## config.mk

```make
export PLATFORM = sky130hd
export DESIGN_NAME = hub75_bcm_timing
export DESIGN_NICKNAME = d
export VERILOG_FILES = /design/src/rtl/hub75_pkg.sv /design/src/rtl/hub75_plane_counter.sv /design/src/rtl/hub75_bcm_timing.sv
export SDC_FILE = /design/constraint.sdc
export NUM_CORES = 1
export LEC_CHECK = 0
export ABC_AREA = 1
export CAP_MARGIN = 20
export CORE_MARGIN = 2
export CORE_UTILIZATION = 35
export DETAILED_ROUTE_END_ITERATION = 10
export GPL_TIMING_DRIVEN = 1
export HOLD_SLACK_MARGIN = 0.06
export SLEW_MARGIN = 20
export SYNTH_ARGS = -nofsm -noshare
export SYNTH_HDL_FRONTEND = slang
export SYNTH_SLANG_ARGS = --single-unit
export TNS_END_PERCENT = 20
```

## constraint.sdc

```tcl
create_clock -name clk -period 2.4 [get_ports clk]
set_input_delay 0.48 -clock clk [delete_from_list [all_inputs] [get_ports clk]]
set_output_delay 0.48 -clock clk [all_outputs]
set_load 0.005 [all_outputs]
```

## src/rtl/hub75_pkg.sv

```systemverilog
// hub75_pkg: shared types and width helpers for the HUB75 BCM timing engine.
//   state_t     - timing FSM states
//   plane_ptr_t - bit-plane pointer {row, plane}; fields are 16 bits wide and
//                 users slice them down to ROW_W / BIT_W
//   row_width / bit_width / disp_width / max3 - derived width helpers
package hub75_pkg;

    typedef enum logic [2:0] {
        IDLE,
        PRIME,
        BLANK,
        LATCH,
        DISPLAY,
        STALL
    } state_t;

    localparam int PTR_FIELD_W = 16;

    typedef struct packed {
        logic [PTR_FIELD_W-1:0] row;
        logic [PTR_FIELD_W-1:0] plane;
    } plane_ptr_t;

    function automatic int row_width(input int num_rows);
        return (num_rows > 2) ? $clog2(num_rows) : 1;
    endfunction

    function automatic int bit_width(input int color_bits);
        return (color_bits > 2) ? $clog2(color_bits) : 1;
    endfunction

    // Wide enough to hold the longest on-time, BASE_TICKS << (COLOR_BITS-1).
    function automatic int disp_width(input int base_ticks, input int color_bits);
        return $clog2((base_ticks << (color_bits - 1)) + 1);
    endfunction

    function automatic int max3(input int a, input int b, input int c);
        int m;
        m = a;
        if (b > m) m = b;
        if (c > m) m = c;
        return m;
    endfunction

endpackage

```

## src/rtl/hub75_plane_counter.sv

```systemverilog
// hub75_plane_counter: bit-plane pointer for BCM scan order.
//   Order is row r bits 0..COLOR_BITS-1, then row r+1; the last plane wraps
//   back to (0,0).
// Ports:
//   clk, rst    - clock, synchronous active-high reset (pointer -> (0,0))
//   advance     - step the pointer to the next plane
//   row, plane  - current pointer (plane to be requested next)
//   frame_wrap  - high while the pointer sits at (0,0) (after reset or wrap)
module hub75_plane_counter
    import hub75_pkg::*;
#(
    parameter int COLOR_BITS = 8,
    parameter int NUM_ROWS   = 16,
    parameter int ROW_W      = row_width(NUM_ROWS),
    parameter int BIT_W      = bit_width(COLOR_BITS)
) (
    input  logic             clk,
    input  logic             rst,
    input  logic             advance,
    output logic [ROW_W-1:0] row,
    output logic [BIT_W-1:0] plane,
    output logic             frame_wrap
);

    plane_ptr_t ptr;
    logic       last_plane;
    logic       last_row;

    always_comb begin
        last_plane = (ptr.plane == PTR_FIELD_W'(COLOR_BITS - 1));
        last_row   = (ptr.row == PTR_FIELD_W'(NUM_ROWS - 1));
    end

    always_ff @(posedge clk) begin
        if (rst) begin
            ptr        <= '0;
            frame_wrap <= 1'b1;
        end else if (advance) begin
            frame_wrap <= last_plane && last_row;
            if (last_plane) begin
                ptr.plane <= '0;
                ptr.row   <= last_row ? '0 : ptr.row + PTR_FIELD_W'(1);
            end else begin
                ptr.plane <= ptr.plane + PTR_FIELD_W'(1);
            end
        end
    end

    assign row   = ptr.row[ROW_W-1:0];
    assign plane = ptr.plane[BIT_W-1:0];

endmodule

```

## src/rtl/hub75_bcm_timing.sv

```systemverilog
// hub75_bcm_timing: HUB75 panel timing engine for binary-coded modulation.
//   One FSM sequences row address, latch and OE for every bit-plane of every
//   scan row, and requests the next plane from the column shifter while the
//   current one is being displayed.
// Ports:
//   clk, rst           - clock, synchronous active-high reset
//   brightness [7:0]   - global dimming (only with HUB75_BRIGHTNESS_EN)
//   en                 - run enable; low finishes the current plane then idles
//   shift_req          - 1-cycle pulse: shifter loads plane (req_row, req_bit)
//   req_row, req_bit   - plane of the last request, held until the next one
//   shift_done         - 1-cycle pulse from shifter: requested plane loaded
//   row_addr           - panel row address
//   latch              - panel LAT (active high)
//   oe                 - panel OE (active low)
//   frame_sync         - pulses with the request for plane (0,0)
//   busy               - high whenever the FSM is not IDLE
// Build option: define HUB75_BRIGHTNESS_EN to add the brightness port; OE is
//   then held low only for max(1, on_ticks*(brightness+1)>>8) cycles of each
//   DISPLAY while the DISPLAY length itself is unchanged.
module hub75_bcm_timing
    import hub75_pkg::*;
#(
    parameter int COLOR_BITS  = 8,
    parameter int NUM_ROWS    = 16,
    parameter int BASE_TICKS  = 32,
    parameter int BLANK_TICKS = 4,
    parameter int LATCH_TICKS = 1,
    localparam int ROW_W  = row_width(NUM_ROWS),
    localparam int BIT_W  = bit_width(COLOR_BITS),
    localparam int DISP_W = disp_width(BASE_TICKS, COLOR_BITS)
) (
    input  logic             clk,
    input  logic             rst,
`ifdef HUB75_BRIGHTNESS_EN
    input  logic [7:0]       brightness,
`endif
    input  logic             en,
    output logic             shift_req,
    output logic [ROW_W-1:0] req_row,
    output logic [BIT_W-1:0] req_bit,
    input  logic             shift_done,
    output logic [ROW_W-1:0] row_addr,
    output logic             latch,
    output logic             oe,
    output logic             frame_sync,
    output logic             busy
);

    // One shared phase counter covers BLANK, LATCH and DISPLAY.
    localparam int CNT_W = max3(DISP_W, $clog2(BLANK_TICKS + 1), $clog2(LATCH_TICKS + 1));

    state_t            state;
    logic [CNT_W-1:0]  cnt;
    logic [DISP_W-1:0] on_len;
    logic [DISP_W-1:0] on_ticks;
    logic              outstanding;
    logic              next_ready;
    logic              req_issued;
    logic              accept;
    logic              issue;
    logic              blank_end;
    logic              latch_end;
    logic              disp_end;

    logic [ROW_W-1:0]  ptr_row;
    logic [BIT_W-1:0]  ptr_bit;
    logic              ptr_origin;

`ifdef HUB75_BRIGHTNESS_EN
    localparam int EFF_W = DISP_W + 8;
    logic [EFF_W-1:0]  prod;
    logic [EFF_W-1:0]  scaled;
    logic [EFF_W-1:0]  eff_calc;
    logic [EFF_W-1:0]  eff_q;
    logic [EFF_W-1:0]  eff_now;
    logic              first_disp;

    always_comb begin
        prod     = EFF_W'(on_len) * EFF_W'({1'b0, brightness} + 9'd1);
        scaled   = prod >> 8;
        eff_calc = (scaled == '0) ? EFF_W'(1) : scaled;
        // brightness is taken on the first DISPLAY cycle and held after that
        eff_now  = first_disp ? eff_calc : eff_q;
    end
`endif

    always_comb begin
        // shift_done only counts once its request has been visible for a cycle
        accept    = shift_done && outstanding && !shift_req;
        blank_end = (cnt == CNT_W'(BLANK_TICKS - 1));
        latch_end = (cnt == CNT_W'(LATCH_TICKS - 1));
        disp_end  = (cnt == (CNT_W'(on_len) - CNT_W'(1)));
        // requests leave IDLE, or go out as the next DISPLAY starts
        issue     = en && ((state == IDLE) || ((state == LATCH) && latch_end));
        on_ticks  = DISP_W'(BASE_TICKS) << req_bit;
    end

    hub75_plane_counter #(
        .COLOR_BITS (COLOR_BITS),
        .NUM_ROWS   (NUM_ROWS),
        .ROW_W      (ROW_W),
        .BIT_W      (BIT_W)
    ) u_planes (
        .clk        (clk),
        .rst        (rst),
        .advance    (issue),
        .row        (ptr_row),
        .plane      (ptr_bit),
        .frame_wrap (ptr_origin)
    );

    always_ff @(posedge clk) begin
        if (rst) begin
            state       <= IDLE;
            cnt         <= '0;
            on_len      <= '0;
            outstanding <= 1'b0;
            next_ready  <= 1'b0;
            req_issued  <= 1'b0;
            shift_req   <= 1'b0;
            req_row     <= '0;
            req_bit     <= '0;
            frame_sync  <= 1'b0;
            row_addr    <= '0;
            latch       <= 1'b0;
            oe          <= 1'b1;
            busy        <= 1'b0;
`ifdef HUB75_BRIGHTNESS_EN
            first_disp  <= 1'b0;
            eff_q       <= '0;
`endif
        end else begin
            shift_req  <= issue;
            frame_sync <= issue && ptr_origin;
            if (issue) begin
                req_row     <= ptr_row;
                req_bit     <= ptr_bit;
                outstanding <= 1'b1;
            end else if (accept) begin
                outstanding <= 1'b0;
            end

            case (state)
                IDLE: begin
                    oe    <= 1'b1;
                    latch <= 1'b0;
                    if (en) begin
                        state <= PRIME;
                        busy  <= 1'b1;
                    end
                end

                PRIME: begin
                    if (accept) begin
                        state    <= BLANK;
                        cnt      <= '0;
                        row_addr <= req_row;
                    end
                end

                BLANK: begin
                    if (blank_end) begin
                        state <= LATCH;
                        cnt   <= '0;
                        latch <= 1'b1;
                    end else begin
                        cnt <= cnt + CNT_W'(1);
                    end
                end

                LATCH: begin
                    if (latch_end) begin
                        // on_len captures the plane being latched now; req_bit
                        // moves on to the next plane on this same edge
                        state      <= DISPLAY;
                        cnt        <= '0;
                        latch      <= 1'b0;
                        oe         <= 1'b0;
                        on_len     <= on_ticks;
                        req_issued <= issue;
                        next_ready <= 1'b0;
`ifdef HUB75_BRIGHTNESS_EN
                        first_disp <= 1'b1;
`endif
                    end else begin
                        cnt <= cnt + CNT_W'(1);
                    end
                end

                DISPLAY: begin
`ifdef HUB75_BRIGHTNESS_EN
                    first_disp <= 1'b0;
`endif
                    if (accept) begin
                        next_ready <= 1'b1;
                    end
                    if (disp_end) begin
                        oe <= 1'b1;
                        if (!req_issued) begin
                            state <= IDLE;
                            busy  <= 1'b0;
                        end else if (next_ready || accept) begin
                            state      <= BLANK;
                            cnt        <= '0;
                            row_addr   <= req_row;
                            next_ready <= 1'b0;
                        end else begin
                            state <= STALL;
                        end
                    end else begin
                        cnt <= cnt + CNT_W'(1);
`ifdef HUB75_BRIGHTNESS_EN
                        if (first_disp) begin
                            eff_q <= eff_calc;
                        end
                        oe <= !((EFF_W'(cnt) + EFF_W'(1)) < eff_now);
`endif
                    end
                end

                STALL: begin
                    if (accept) begin
                        state      <= BLANK;
                        cnt        <= '0;
                        row_addr   <= req_row;
                        next_ready <= 1'b0;
                    end
                end

                default: begin
                    state <= IDLE;
                    oe    <= 1'b1;
                    latch <= 1'b0;
                    busy  <= 1'b0;
                end
            endcase
        end
    end

endmodule
```

==> run_1/registers.png <==
Other sequential cells in the stronger gray, the rest of the logic in the fainter gray.
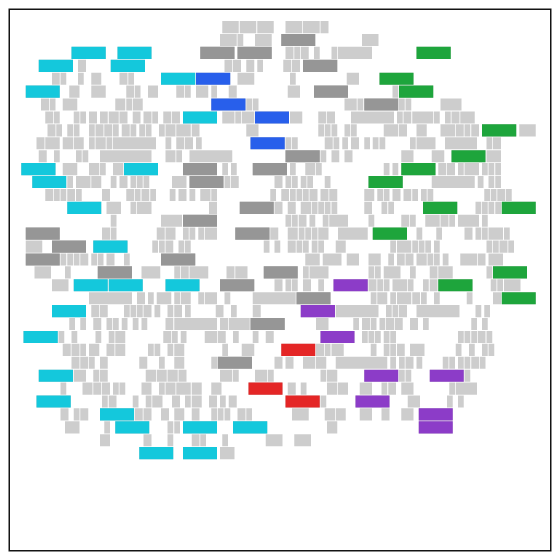
Key: `cnt` = green [sequential cells 13]; `on_len` = purple [sequential cells 8]; `req_bit` = red [sequential cells 3]; `u_planes.ptr` = cyan [sequential cells 25]; `req_row` = blue [sequential cells 4, where top middle]
Seq/total area: 30.83%
Register Area: 0.001521 sq mm
Seq group: 1.52 mW
Final Util: 41.60%

==> run_1/gate_families.png <==
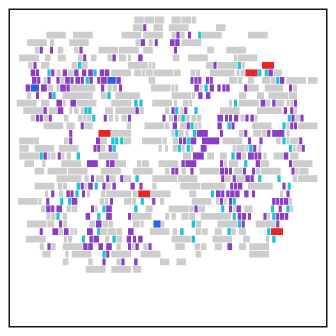
Key: adder and majority cells = red [cells 5]; AND-OR and OR-AND gates = blue [cells 3]; inverters = cyan [cells 73]; NAND gates = purple [cells 226]
post-route insts no fill: 804
logic share of the area: 47.77%

==> run_1/met3.png <==
Scale bar: 20 um.
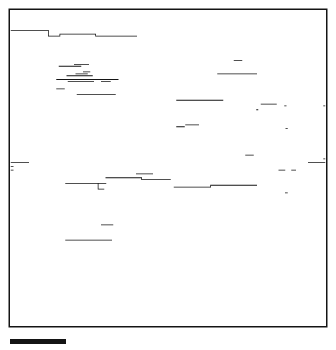
The longest straight run is 22.1 um. The wires run mostly horizontal. The layer carries 296 um of wire. The layer holds 2.9% of the routed length. 28 nets have wire on it.
Post-Route WL: 10020 um
via count: 4106
M3 GR Usage: 3.401%

==> run_1/met2.png <==
Cells faint in the background.
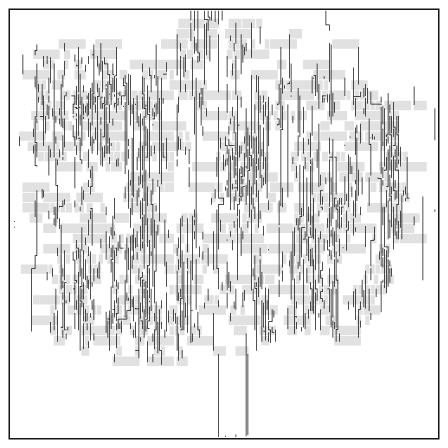
The layer holds 47% of the routed length. The layer carries 4760 um of wire. 521 nets have wire on it.
met2 Track Usage GR: 26.83%

==> impl_metrics.tcl, run 1 <==
# implementation run metrics
set metrics [dict create \
    coreArea_sq_mm 0.01186 \
    die_area_sq_mm 0.01294 \
    ir_worst_vdd_v 0.0004055 \
    fin_nets 662 \
    met1_usage_pct 21.80 \
    gp_congestion 0.8940 \
    grt_pass1_vias 3753 \
    maxCapViolCount 0 \
    dr_wl_met2_um 4754 \
    synth_area_per_cell_sq_um 6.704 \
    required_ns 2.67 \
    powerDensity_mw_per_mm2 870.5 \
    yosys-top-cells-count "149 x nand2_1, 76 x dfxtp_1, 70 x inv_1, 70 x nor2_1, 53 x nand3_1" \
    final-max-slew-violation-count 0 \
    endpoint_kind "register" \
    postRouteAntennaNets 0 \
    path_common_cell "nor2_1" \
    pin_count 20 \
    most_common_cell "nand2_1" \
    layout_top_cell "nand2_1" \
    worst-path-max-fanout 3 \
    wl_per_cell_um 12.46 \
    ys_area_sq_mm 0.004217 \
    worstSkewPairLatency_ns 0.33 \
    cts_num_sinks 76 \
    grt_busiest_layer "met2" \
    wl_met3_um 295 \
    wl_met1_um 4796 \
    hold_violations 0 \
    antenna_found_initial 0 \
    numCtsBuffers 9 \
    crit_arrival_ns 2.45 \
    fmax_mhz 459.4 \
    warnings 27 \
    chipHeight_um 113.8 \
    ys_async_sr_fraction_pct 0 \
    track_usage_pct 16.48 \
    timing.final.crit_share_pct 90.69 \
    hold_ws_ns 0.4422 \
    slowest_stage "dfxtp_1" \
    synth_area_sq_mm 0.004217 \
    dpl.cell_count 789 \
    ys_seq_share_pct 36.08 \
    worstHoldPathType "reg2reg" \
    startpoint_type "register" \
    syn-num-nets 638 \
    setup-tns-final_ns 0 \
    synthDominantCellAreaShare_pct 36.08 \
    clk_pin_slew_ns 0.06 \
    mostFrequentLayoutCells "147 x nand2_1, 76 x dfxtp_1, 69 x inv_1, 69 x nor2_1, 53 x nand3_1" \
    n_antenna_cell 0 \
    ys_warn_count 0 \
    relSlewSlack_pct 58.02 \
    cp.buffers_inverters 2 \
    hpwl_um 7284 \
    overflow 0 \
    drcViolationCount 0 \
    grt_start_max_net_pins 54 \
    placed_area_sq_mm 0.004604 \
    worstSetupPathType "reg2reg" \
    drt-pass1-iter-count 4 \
    final_cell_area_sq_mm 0.004935 \
    pre_cts_ws_ns 0.04630 \
    status "complete, no violations" \
    largest_area_cell "dfxtp_1" \
    grt_pass1_wl_um 17340 \
    die_w_um 113.8 \
    ys.flop_type "dfxtp_1" \
    edf_count 0 \
    ys_ff 76 \
    p_leak_nw 1.840 \
    layout_min_cycle_time_ns 2.177 \
    setup_viol 0 \
    synthCells 629 \
    power_mw 4.296 \
    synth.area.top_cells "dfxtp_1 36%, nand2_1 13%, nand3_1 6.3%" \
]
run 1: worst paths after layout:
check / from / to / slack (ns) / cells past startpoint
setup / recovery: cnt[1] / cnt[12] / 0.22 / 13
hold / removal: u_planes.frame_wrap / frame_sync / 0.44 / 2
setup reg to reg: cnt[1] / cnt[12] / 0.22 / 13
hold reg to reg: u_planes.frame_wrap / frame_sync / 0.44 / 2
run 1: cell families after synthesis:
family / synth area share [%]
buffers and inverters: 8.308
DFF: 36.08
xor gates and xnor gates: 4.154
adders and majority gates: 1.484
AOI/OAI and AO/OA: 12.94
and+or+nand+nor: 37.03
run 1: sequential cells by signal, indices dropped and copies added (netlist names):
signal and count:
cnt 13, busy 1, u_planes.plane 3, shift_req 1, row_addr 4, req_row 4, outstanding 1, u_planes.ptr 25
frame_sync 1, req_bit 3, oe 1, u_planes.row 4, req_issued 1, u_planes.frame_wrap 1, next_ready 1, on_len 8
latch 1, state 3
run 1: power by group:
| part | total [mW] | switching [mW] | internal, mW |
|---|---|---|---|
| registers | 1.52 | 0.114 | 1.40 |
| clock network | 1.44 | 0.530 | 0.905 |
| logic | 1.35 | 0.820 | 0.525 |
run 1: cell type report:
type | instances | area [sq um] | area share, %
multi-input cells | 463 | 2357 | 47.77
flip-flops and latches | 76 | 1521 | 30.83
well taps | 147 | 183.9 | 3.727
inverters | 73 | 274.0 | 5.553
clock buffers | 9 | 225.2 | 4.564
repair buffers | 30 | 284.0 | 5.756
clock inverters | 6 | 88.84 | 1.800
run 1: what timing repair did:
| item | 4_1_cts | 5_1_grt |
|---|---|---|
| buffers inserted | 0 | 0 |
| setup endpoints to repair | 0 | 19 |
| resized | 0 | 6 |
==> run 2: changes to the inputs <==
CTS_CLUSTER_DIAMETER = 200   (was unset)
SETUP_SLACK_MARGIN = 0.3   (was unset)
==> run_2/registers.png <==
Other sequential cells in the stronger gray, the rest of the logic in the fainter gray.
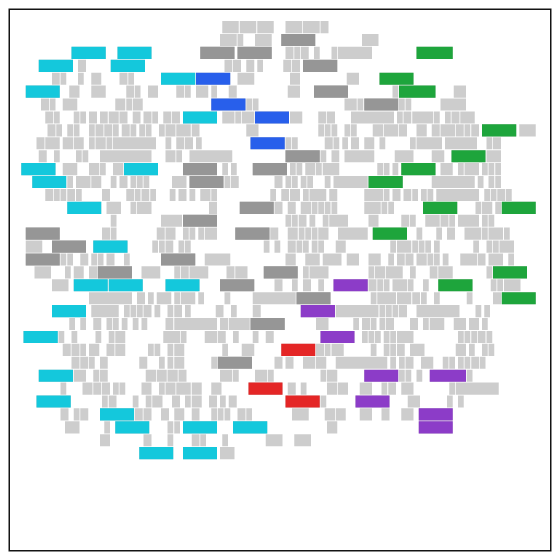
Key: `req_row` = blue [sequential cells 4, where top middle]; `req_bit` = red [sequential cells 3]; `u_planes.ptr` = cyan [sequential cells 25]; `cnt` = green [sequential cells 13]; `on_len` = purple [sequential cells 8]
Seq/total area: 29.64%
Final Util: 43.38%
Register Area: 0.001525 sq mm

==> run 2 against run 1 <==
Against the previous run: wire length increased by 4.1%; largest cell class unchanged; power is 6.0% higher; non-clock buffer count up 6; clock skew grew 0.0012 ns; largest power group is now combinational logic; global-route usage up 0.067 points; critical path type unchanged; utilization increased by 1.8 points; cell count grew 0.75%; clock-buffer cell count stayed put; synthesized cell count did not move; sequential power barely moved; register-to-register slack better by 0.13 ns.
==> impl_metrics.tcl, run 2 <==
# implementation run metrics
set metrics [dict create \
    status "complete, no violations" \
    fmax_mhz 487.5 \
    n_antenna_cell 0 \
    p_int_mw 2.988 \
    drt-total-wl_um 10420 \
    clk_pin_slew_ns 0.06 \
    warnings 28 \
    final_cell_area_sq_mm 0.005145 \
    regMostFlops "u_planes.ptr" \
    grt_pass1_vias 3762 \
    chipHeight_um 113.8 \
    gp_congestion 0.8940 \
    top_regs "u_planes.ptr x25, cnt x13, on_len x8" \
    setup-tns-final_ns 0 \
    layout_min_cycle_time_ns 2.051 \
    largest_area_cell "dfxtp_1" \
    synth_area_sq_mm 0.004217 \
    worstHoldPathType "reg2reg" \
    path_common_cell "nand3_1" \
    ys_area_sq_mm 0.004217 \
    hpwl_um 7284 \
    startpoint_type "register" \
    pin_count 20 \
    vias 4175 \
    drcViolationCount 0 \
    ys_warn_count 0 \
    power_mw 4.555 \
    overflow 0 \
    die_w_um 113.8 \
    synth_area_per_cell_sq_um 6.704 \
    worst-path-max-fanout 4 \
    endpoint_kind "register" \
    timing.final.crit_share_pct 85.47 \
    synthCells 629 \
    pwr-share-clk_pct 31.7 \
    synthDominantCellAreaShare_pct 36.08 \
    switchingPower_mw 1.568 \
    edf_count 0 \
    hold_violations 0 \
    cts_num_sinks 76 \
    slowest_stage "dfxtp_2" \
    worstSetupPathType "reg2reg" \
    ys_ff 76 \
    coreArea_sq_mm 0.01186 \
    ir_worst_vdd_v 0.0003848 \
    p_leak_nw 1.918 \
    relSlewSlack_pct 59.52 \
    yosys-top-cells-count "149 x nand2_1, 76 x dfxtp_1, 70 x inv_1, 70 x nor2_1, 53 x nand3_1" \
    p_sw_share_pct 34.41 \
    die_area_sq_mm 0.01294 \
    grt_pass1_wl_um 17440 \
    placed_area_sq_mm 0.004604 \
    mostFrequentLayoutCells "141 x nand2_1, 73 x dfxtp_1, 65 x nor2_1, 64 x inv_1, 50 x nand3_1" \
    ys.flop_type "dfxtp_1" \
    pre_cts_ws_ns 0.04630 \
    final-max-slew-violation-count 0 \
    numCtsBuffers 9 \
    cp.buffers_inverters 1 \
    grt_start_max_net_pins 54 \
    drt-pass1-iter-count 5 \
    powerDensity_mw_per_mm2 885.4 \
    setup_viol 0 \
    largest_reg_flops 25 \
    fin_nets 668 \
    crit_arrival_ns 2.27 \
]
==> run_2/final_congestion.png <==
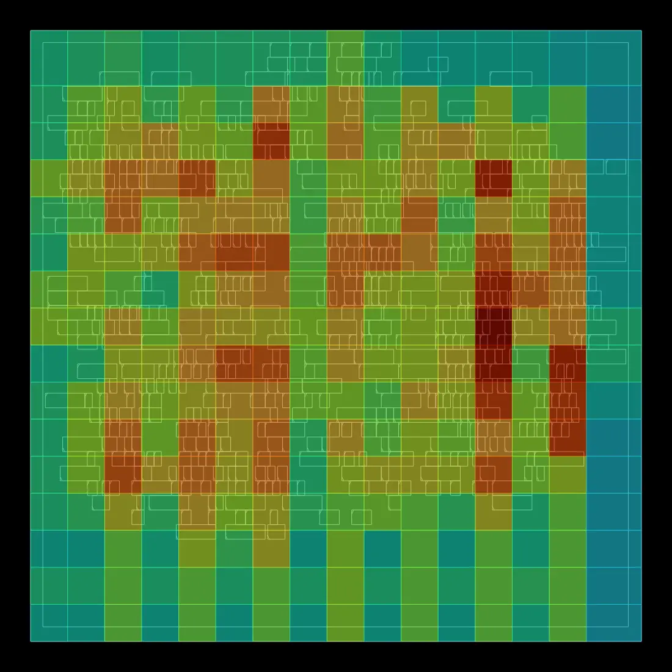
All-Layer GR Usage: 16.54%
WL/cell: 12.87 um

run 2: power groups by stage:
stage | Sequential [mW] | Clock, mW | Combinational (mW)
6_report | 1.52 | 1.44 | 1.59
5_1_grt | 1.54 | 1.54 | 1.76
2_1_floorplan | 1.52 | 0 | 0.905
3_3_place_gp | 1.54 | 0 | 1.30
4_1_cts | 1.52 | 1.48 | 1.37
3_5_place_dp | 1.54 | 0 | 1.32
run 2: layer usage:
metal | share of wire, % | up-vias | GRT usage (%)
met5 | 0 | - | 0
met4 | 1.4 | 0 | 5.691
met3 | 3.2 | 9 | 3.401
met2 | 47 | 74 | 26.99
met1 | 48 | 1928 | 21.87
li1 | - | 2164 | -
run 2: final cells by class:
type,instances,area (sq um)
well taps,147,183.9
repair buffers,36,374.1
fillers,1205,6716
clock inverters,6,88.84
inverters,73,276.5
flip-flops and latches,76,1525
clock buffers,9,225.2
multi-input cells,463,2471
run 2: stage by stage:
stage / cells / util [%]
2_1_floorplan: 629 / -
3_3_place_gp: 789 / 38.82
3_5_place_dp: 789 / 38.82
4_1_cts: 805 / 41.82
5_1_grt: 810 / 43.38
6_report: 810 / 43.38
run 2: kinds of logic (layout without fill, tap and decap cells):
group / count (synthesis) / count (layout) / share of synthesized area, %
and+or+nand+nor: 343 / 343 / 37.03
AOI/OAI and AO/OA: 95 / 95 / 12.94
buffers and inverters: 90 / 124 / 8.308
DFF: 76 / 76 / 36.08
xor gates and xnor gates: 20 / 20 / 4.154
adders and majority gates: 5 / 5 / 1.484
run 2: final timing paths:
path | to | startpoint | cells past startpoint
setup / recovery | cnt[5] | cnt[1] | 13
hold / removal | frame_sync | u_planes.frame_wrap | 2
setup reg to reg | cnt[5] | cnt[1] | 13
hold reg to reg | frame_sync | u_planes.frame_wrap | 2
Power figures rest on the tool's default switching activity, not on a simulated workload.
